Design led_scan, sky130hd; sources not shown.
**Where the registers sit**

Drawn at 2 px/um. Other sequential cells in the stronger grey, the rest of the logic in the fainter grey.
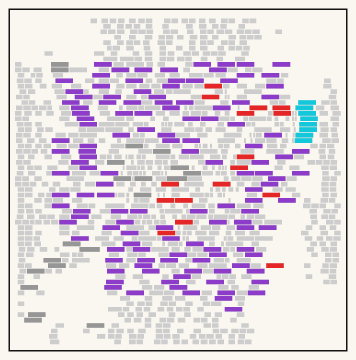
| colour | name in the netlist | placed flops |
|---|---|---|
| red | `led_col` | 16 |
| cyan | `led_row` | 8 |
| purple | `snap_r` | 128 |
not coloured: 20
final standard cell utilization of the core: 0.546
sequential standard cell area: 0.00431 mm^2

**Clock routing**

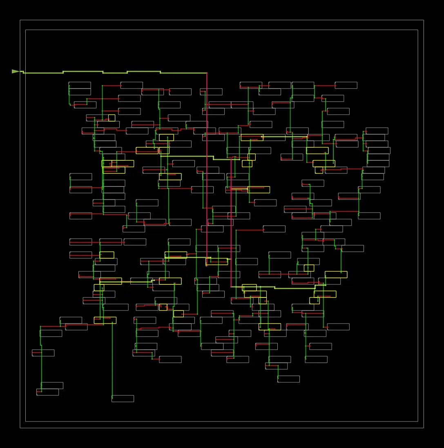
Fin Clk Skew: 0.0115 ns
TritonCTS Buffers: 17
TritonCTS sink count: 172

**Placement density heat map**

Drawn at 1.5 px/um. The die is cut into 17 by 17 equal tiles; dark purple is low, yellow is high, 0 to 100% covered.
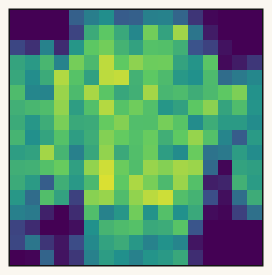
densest ninth of the die: middle
mean over tiles: 50%
fullest tile: 95%
nearly empty tiles: 13%
tiles over 75% full: 17%
emptiest ninth of the die: bottom right
core outline area: 0.0267 mm^2
Starting Density: 0.347

**Gate families picked out**

Drawn at 3 px/um.
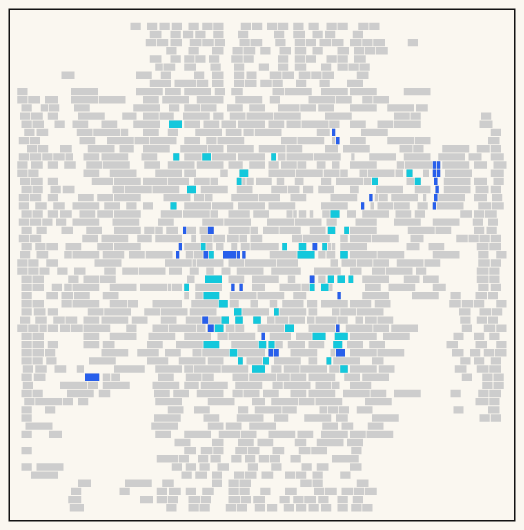
| colour | family | cells | most used |
|---|---|---|---|
| blue | nor cells | 33 | nor2_1 |
| cyan | aoi and oai cells | 49 | a21oi_1 |
multi-input combinational area share: 0.335
Post-Layout Cell Count: 1368

==> results.cfg <==
; flow metrics
[run_status]
outcome = complete, but fails checks
violations = negative setup slack

[cells_and_area]
layout_top_cell = clkdlybuf4s50_1
number_of_fill_cells = 2209
syn2layout_area_growth_pct = 57.2
antennaDiodeCount = 0
stdcell_area_mm2 = 0.0146
top_logic_cells_by_instance_count_in_the_layout = clkdlybuf4s50_1, dfrtp_1, mux2_2
nNetsFinal = 1281

[floorplan]
chipArea_mm2 = 0.0286
boundaryPins = 293

[placement]
routabilityCongestion = 0.760
port-buffer-count = 292
place.detailed.instances = 1305
post-dp-hpwl_um = 19700
dpl_worst_slack_ns = -0.298
dpl-instance-area_mm2 = 0.0129

[clock_tree]
cts-root-to-sink-buffers = 2
clkSlewWorstSetupHoldPaths_ns = 0.07
cts_tree = built
worst_skew_pair.late_latency_ns = 0.44

[sta]
hold_ws_ns = 0.356
setup-violations-final = 130
slew_limit_fails = 0
slew-limit-headroom = 0.642
finalHoldViolCount = 0
final.min_clock_period_ns = 1.87
rsz0062_at_grt = yes
post-route-worst-setup-slack_ns = -0.265

[job]
number_of_warnings_in_the_stage_logs = 29
drv.max_cap_violation_count = 0

[worst_setup_path]
critical-path-slowest-cell = dfrtp_1
arrival_ns = 2.18
path_max_fanout = 8
timing_worst_setup_path_type = register to register
crit_path_cell_trace = inv_1, ha_2, nand2b_1, nor2_2, and3_4, buf_12, clkbuf_16, mux2_4
timing.critical_path.buf_inv = 3
reg2reg_slack_ns = -0.27

[grt]
antenna_found_initial = 0
grt_util_met1 = 0.239
gr-max-usage-layer = met2
grt_first_pass_wirelength_um = 38400
met2_usage = 0.284

[synth]
synth_flop_count = 172
yosys_warnings = 6
synth-edff-count = 0
yosysSeqAreaShare = 0.465
avgSynthCellArea_um2 = 14.0
yosysUniqueCellTypes = 40
synth_top_flop_cell = dfrtp_1
yosys_reported_design_area_after_synthesis_mm2 = 0.00926
yosys_cell_count = 663
syn_inst = 663

[drt]
drt_pass1_iterations = 5
vias = 6589
drc_errors_left = 0
wl_met2_um = 13100
viasPerCell = 4.82
detailroute.wirelength.met3_um = 1420
wl_met1_um = 12500
detail_route.iter0.violations = 264
routed_wl_um = 27300

[power]
power.share.switching = 0.284
pwr.group.combinational_w = 0.00357
p_leak_nw = 6.66
share_clk_of_total_power = 0.342
peakVddDrop_mv = 0.619
sequentialPowerShare = 0.363
net-switching-power_w = 0.00344
top_power_consumer_group = sequential cells
pg_seq_w = 0.00440

[min_path]
worstHoldPathType = register to register
==> cell usage after synthesis, types with 2 or more instances <==
master	instances	share of area
buf_1	2	0.00081
o21a_1	4	0.0032
nor3_1	5	0.0027
mux2i_1	46	0.050
mux2_4	99	0.16
nand2b_1	3	0.0020
o32ai_1	8	0.0076
xnor2_1	2	0.0019
buf_8	11	0.018
nand3_1	3	0.0016
dfrtp_1	172	0.46
a211oi_1	8	0.0065
a31oi_1	2	0.0014
a221oi_1	2	0.0019
mux2_2	162	0.20
a21oi_1	11	0.0059
a22oi_1	4	0.0032
inv_1	3	0.0012
nand2_1	11	0.0045
nand3b_1	2	0.0016
o22ai_1	7	0.0047
and2_1	2	0.0014
ha_1	4	0.0054
xor2_1	2	0.0019
nor2_1	24	0.0097
a21boi_0	3	0.0024
o21ai_0	4	0.0022
clkbuf_1	21	0.0085
a22o_1	2	0.0019
buf_2	16	0.0087
o31a_1	9	0.0085
==> cell families after synthesis <==
logic type / Yosys count / synth area share
AOI/OAI and AO/OA: 64 / 0.0495
xor gates and xnor gates: 4 / 0.00379
adders and majority gates: 4 / 0.00541
buffers and inverters: 54 / 0.0383
DFF: 172 / 0.465
muxes: 307 / 0.407
and+or+nand+nor: 58 / 0.0307
==> layout make-up <==
class | instances | share of cell area
clock inverters | 15 | 0.0117
repair buffers | 382 | 0.297
clock buffers | 17 | 0.0292
well taps | 341 | 0.0293
flip-flops and latches | 172 | 0.296
inverters | 3 | 0.00103
multi-input cells | 438 | 0.335
==> worst register-to-register path, cell delays in order, from the launching register on <==
cell	delay (ns)
dfrtp_1	0.40
inv_1	0.07
ha_2	0.15
nand2b_1	0.08
nor2_2	0.13
and3_4	0.26
buf_12	0.19
clkbuf_16	0.18
mux2_4	0.30
